==> images/congestion.png <==
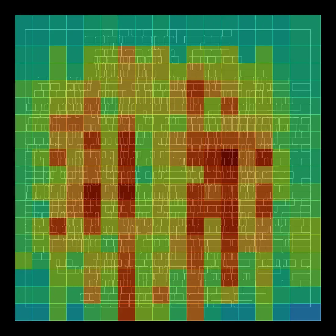
==> images/wires.png <==
Scale bar: 20 um.
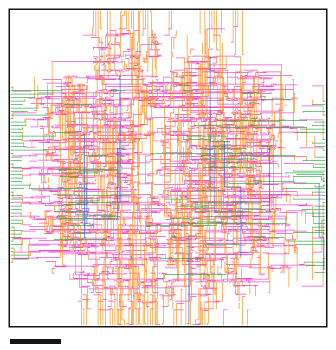
==> images/placement_by_type.png <==
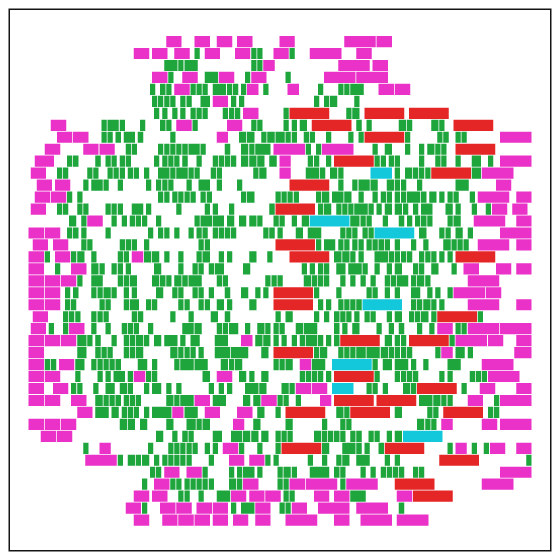
==> images/metal_density.png <==
Scale bar: 20 um. 25 x 25 tiles, from dark blue (low) to red (high), scaled to the fullest tile. Values are wire area over tile area, all layers added.
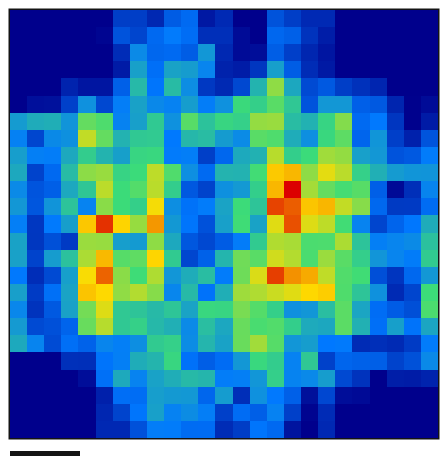
==> images/io_placement.png <==
Pins as bars across the die edge, other pins in gray.
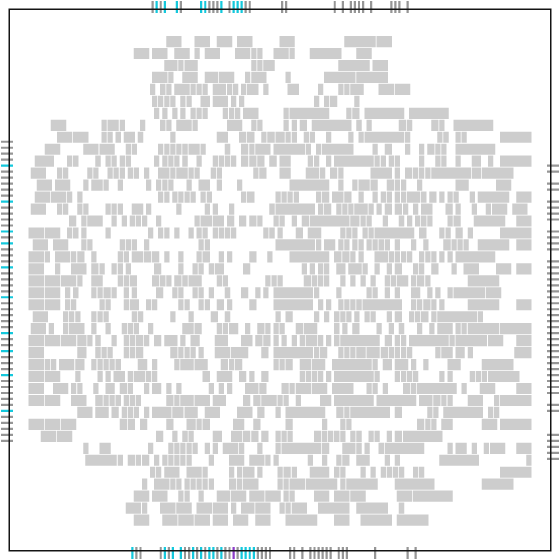
### config.mk
export PLATFORM = sky130hd
export DESIGN_NAME = bpred_fetch_unit
export DESIGN_NICKNAME = d
export VERILOG_FILES = /design/src/rtl/bpred_fetch_unit.sv
export SDC_FILE = /design/constraint.sdc
export NUM_CORES = 1
export LEC_CHECK = 0
export ABC_AREA = 1
export CAP_MARGIN = 20
export CORE_MARGIN = 4
export CORE_UTILIZATION = 35
export CTS_CLUSTER_DIAMETER = 30
export CTS_CLUSTER_SIZE = 10
export DETAILED_ROUTE_END_ITERATION = 12
export PLACE_DENSITY = 0.71
export SYNTH_ARGS = -nofsm -noshare
export SYNTH_HDL_FRONTEND = slang
export SYNTH_SLANG_ARGS = --single-unit
### constraint.sdc
create_clock -name clk_i -period 3.15 [get_ports clk_i]
set_input_delay 0.7875 -clock clk_i [delete_from_list [all_inputs] [get_ports clk_i]]
set_output_delay 0.7875 -clock clk_i [all_outputs]
set_load 0.05 [all_outputs]
### src/rtl/bpred_fetch_unit.sv
// IF-stage PC generator with a direct-mapped BTB of 2-bit saturating counters.
// Define BPRED_FETCH_BTB_EN to build the BTB; otherwise the block is static not-taken with redirect on mispredict.
module bpred_fetch_unit #(
  parameter int unsigned     XLEN     = 32,
  parameter int unsigned     DEPTH    = 16,
  parameter logic [XLEN-1:0] RESET_PC = '0
) (
  input  logic            clk_i,
  input  logic            rst_i,
  input  logic            start_i,
  input  logic            stall_i,
  input  logic            br_valid_i,
  input  logic [XLEN-1:0] br_pc_i,
  input  logic            br_taken_i,
  input  logic [XLEN-1:0] br_target_i,
  input  logic            br_pred_taken_i,
  input  logic [XLEN-1:0] br_pred_target_i,
  output logic [XLEN-1:0] pc_o,
  output logic            pred_taken_o,
  output logic [XLEN-1:0] pred_target_o,
  output logic            flush_o
);

  localparam int unsigned IDX_W = $clog2(DEPTH);
  localparam int unsigned TAG_W = XLEN - IDX_W - 2;

  logic [XLEN-1:0] pc_q, pc_d;
  logic [XLEN-1:0] pc_plus4;
  logic [XLEN-1:0] br_plus4;
  logic            mis;
  logic            lk_taken;
  logic [XLEN-1:0] lk_target;

  assign pc_plus4 = pc_q + XLEN'(4);
  assign br_plus4 = br_pc_i + XLEN'(4);

  assign mis = br_valid_i &
               ((br_taken_i != br_pred_taken_i) |
                (br_taken_i & (br_target_i != br_pred_target_i)));

`ifdef BPRED_FETCH_BTB_EN
  logic [DEPTH-1:0] valid_q;
  logic [1:0]       ctr_q [DEPTH];
  logic [TAG_W-1:0] tag_q [DEPTH];
  logic [XLEN-1:0]  tgt_q [DEPTH];

  logic [IDX_W-1:0] lk_idx, up_idx;
  logic [TAG_W-1:0] lk_tag, up_tag;
  logic             lk_hit, up_hit;

  assign lk_idx = pc_q[IDX_W+1:2];
  assign lk_tag = pc_q[XLEN-1:IDX_W+2];
  assign up_idx = br_pc_i[IDX_W+1:2];
  assign up_tag = br_pc_i[XLEN-1:IDX_W+2];

  // Lookup reads pre-update contents; a same-index update lands on the next edge.
  assign lk_hit    = valid_q[lk_idx] & (tag_q[lk_idx] == lk_tag);
  assign up_hit    = valid_q[up_idx] & (tag_q[up_idx] == up_tag);
  assign lk_taken  = lk_hit & ctr_q[lk_idx][1];
  assign lk_target = lk_hit ? tgt_q[lk_idx] : pc_plus4;

  always_ff @(posedge clk_i or negedge rst_i) begin
    if (!rst_i) begin
      valid_q <= '0;
      for (int i = 0; i < int'(DEPTH); i++) begin
        ctr_q[i] <= 2'b01;
        tag_q[i] <= '0;
        tgt_q[i] <= '0;
      end
    end else if (br_valid_i && start_i) begin
      if (up_hit) begin
        if (br_taken_i) begin
          if (ctr_q[up_idx] != 2'b11) ctr_q[up_idx] <= ctr_q[up_idx] + 2'd1;
          tgt_q[up_idx] <= br_target_i;
        end else if (ctr_q[up_idx] != 2'b00) begin
          ctr_q[up_idx] <= ctr_q[up_idx] - 2'd1;
        end
      end else if (br_taken_i) begin
        valid_q[up_idx] <= 1'b1;
        tag_q[up_idx]   <= up_tag;
        tgt_q[up_idx]   <= br_target_i;
        ctr_q[up_idx]   <= 2'b10;
      end
    end
  end
`else
  assign lk_taken  = 1'b0;
  assign lk_target = pc_plus4;
`endif

  always_comb begin
    pc_d = pc_q;
    if (!start_i)      pc_d = pc_q;
    else if (mis)      pc_d = br_taken_i ? br_target_i : br_plus4;
    else if (stall_i)  pc_d = pc_q;
    else if (lk_taken) pc_d = lk_target;
    else               pc_d = pc_plus4;
  end

  always_ff @(posedge clk_i or negedge rst_i) begin
    if (!rst_i) pc_q <= RESET_PC;
    else        pc_q <= pc_d;
  end

  // Prediction and flush read as zero while reset is held.
  assign pc_o          = pc_q;
  assign pred_taken_o  = rst_i & lk_taken;
  assign pred_target_o = rst_i ? lk_target : '0;
  assign flush_o       = rst_i & mis;

endmodule
==> flow_metrics.tcl <==
# place-and-route summary
set metrics [dict create \
    flop_cell "dfrtp_1" \
    cts_setup_buffers 0 \
    peakVddDrop_mv 0.1897 \
    cts_hold_buf 0 \
    tightest_slew_ps 539.0 \
    required_ps 2360 \
    drt-met1-wl_um 7422 \
    top_layer "met4" \
    critPathBufInv 3 \
    path_clk_slew_ps 50 \
    crit_type "in -> out" \
    antenna_found_initial 0 \
    dr_wl_met2_um 7934 \
    worst-path-max-fanout 34 \
    dpl_worst_slack_ps 44.96 \
    ys_ff 32 \
    synthCells 907 \
    fmax_mhz 325.5 \
    num_io_pins 169 \
    yosys_warnings 0 \
    mostFrequentLayoutCells "409 x nand2_1, 133 x clkdlybuf4s50_1, 126 x nor2_1, 110 x inv_1, 86 x nand3_1" \
    drive_above_1_share 0.07096 \
    path_cells "clkdlybuf4s50_1 -> buf_4 -> o21a_1 -> nand2_4 -> nor2_1 -> buf_6" \
    ant_nets 0 \
    slowest_stage "clkdlybuf4s50_1" \
    initCoreUtil 0.3610 \
    coreArea_sq_um 12770 \
    endpoint_kind "output pin" \
    drt_first_pass_iters 5 \
    synth-seq-area-share 0.1737 \
    edf_count 0 \
    hpwl_um 14130 \
    grt_pass1_vias 5508 \
    drv_slew 0 \
    hold_viol_final 0 \
    maxCapViolCount 0 \
    crit_family "buffers and inverters" \
    drc 0 \
    clock-sinks 32 \
    holdCritPathClass "reg -> reg" \
    fin_nets 1176 \
    slew_headroom 0.6396 \
    gr-total-overflow 0 \
    post-route-min-period_ps 3073 \
    ys_cells 907 \
    grt_pass1_wl_um 27450 \
    warnings 27 \
    num-fill-cells 1277 \
    dr_wl_met3_um 1412 \
    setup_viol 0 \
    cts_max_path_buffers 2 \
    p_leak_nw 3.598 \
    cts_tree "built" \
    lay_top_count "nand2_1" \
    critPathMaxStageDelay_ps 520 \
    fin_ws_ps 77.43 \
    cp-start-kind "input pin" \
    place_congestion 0.9122 \
    vias_per_cell 4.807 \
    antenna_cells 0 \
    power.total_w 0.002796 \
    grt_max_degree 36 \
    synthArstFlopShare 1.000 \
    ys_chip_area_sq_um 4611 \
    htree_num_levels 2 \
    power.density_nw_per_um2 399.9 \
    largest_reg_flops 32 \
    first_iter_violations 501 \
    rsz0062_at_grt "yes" \
    worstSkewPairLatency_ps 280 \
    numCtsBuffers 5 \
    finalCritPeriodShare 0.9754 \
    cts_root_buffer "clkbuf_16" \
    clock_skew_ps 3.672 \
    chip_area_sq_um 15070 \
    outcome "finished, final reports clean" \
    netlist-cell-type-count 29 \
    area_growth_syn_to_layout_pct 51.67 \
    syn-cell-area_sq_um 4611 \
    worst_ep_arrival_time_ps 2290 \
    fp_nets 1012 \
    avgSynthCellArea_sq_um 5.083 \
]
-- congestion.png (at the start) --
routing usage on met1: 0.3066
Final Util: 0.5475
Top Usage Layer GRT: met2
routed len/inst: 13.77 um
Global Route met3 Usage: 0.03226

-- wires.png (at the start) --
orange -> metal 2  # wire length 7930 um
blue -> metal 4  # wire length 345 um
magenta -> metal 1  # wire length 7420 um
green -> metal 3  # wire length 1410 um
DRT Wirelength: 17110 um
vias: 5975
Global Route Usage Sum: 0.2264

-- placement_by_type.png (at the start) --
red -> flops  # cells 32
cyan -> clock drivers and dummy loads  # cells 7
green -> combinational and other logic  # cells 846
magenta -> other buffers and delay cells  # cells 186
post-route design area: 6993 sq um
Site Rows: 41

-- metal_density.png (at the start) --
fullest tile = 0.64
mean over tiles = 0.19
emptiest ninth of the die = top right
nearly empty tiles = 16%
tiles over half the peak = 18%

-- io_placement.png (at the start) --
cyan -> `br_target_i`  # pins 32, direction input, edge 13 bottom, 10 left, 9 top
purple -> `br_pred_taken_i`  # pins 1, direction input, edge bottom
all pins by edge = 51 left, 45 bottom, 42 right, 31 top
die height: 122.8 um
port bufs: 167
chip width: 122.8 um

[synth_stat cells, types with 8 or more instances]
master    count  area (sq um)
nand3_1      86         430.4
clkbuf_1     15         56.30
o21ai_0      20         100.1
inv_1       110         412.9
nor3_1        9         45.04
xor2_1       23         201.4
xnor2_1       9         78.83
buf_4         8         60.06
nand2_1     409          1535
nand3b_1     12         90.09
dfrtp_1      32         800.8
nand4_1       8         50.05
nor2_1      130         488.0
[report_power, final]
part | switching (W) | internal (W)
clock network | 0.000174 | 0.000331
logic | 0.000995 | 0.000656
registers | 0.000146 | 0.000494
total | 0.00131 | 0.00148
[stage by stage]
step | utilization | std cells | setup TNS, ps | area (sq um) | hold slack, ps
detailed placement | 0.5342 | 1236 | 0 | 6824 | 496.5
CTS | 0.5462 | 1243 | 0 | 6977 | 514.0
global placement | 0.5342 | 1236 | 0 | 6824 | 494.8
finish | 0.5475 | 1243 | 0 | 6993 | 516.7
global route | 0.5475 | 1243 | -31.11 | 6993 | 529.0
floorplan | - | 907 | 0 | 4616 | 491.9
[cell type report]
type,count,area (sq um),share of cell area
clock buffers,7,152.6,0.02183
inverters,111,416.7,0.05958
multi-input cells,735,3244,0.4639
flip-flops and latches,32,800.8,0.1145
well taps,172,215.2,0.03077
repair buffers,186,2163,0.3094
[metal layers]
layer	global-route usage	up-vias
met5	0	-
met4	0.05248	0
met3	0.03226	23
met2	0.3806	267
met1	0.3066	2592
li1	-	3093
[worst min-delay path, delay by kind of cell, from the launching register on]
| family | cells | cell delay (ps) |
|---|---|---|
| AND/OR/NAND/NOR | 2 | 120 |
| flip-flops | 1 | 370 |
[worst paths after layout]
kind                                  from  slack (ps)  cells past startpoint       end
min in group asynchronous            rst_i         970                      2  pc_o[11]
worst min-delay path               pc_o[1]         520                      2   pc_o[1]
worst max register to register     pc_o[3]        1170                     12  pc_o[20]
worst min register to register     pc_o[1]         520                      2   pc_o[1]
worst max-delay path            br_taken_i          80                      6   flush_o
max in group asynchronous            rst_i        1850                      2  pc_o[16]
[kinds of logic (layout without fill, tap and decap cells)]
group                      Yosys count  in the layout  synth area share
adders and majority gates            2              2          0.005427
other                                1              1         0.0008133
DFF                                 32             32            0.1737
buffers and inverters              140            304            0.1259
xor gates and xnor gates            32             32           0.06079
AOI/OAI and AO/OA                   33             33           0.04098
and+or+nand+nor                    667            667            0.5924
[what timing repair did]
item,in CTS,in global routing
resized,0,5
endpoints found under the hold margin,0,0
setup endpoints to repair,0,2
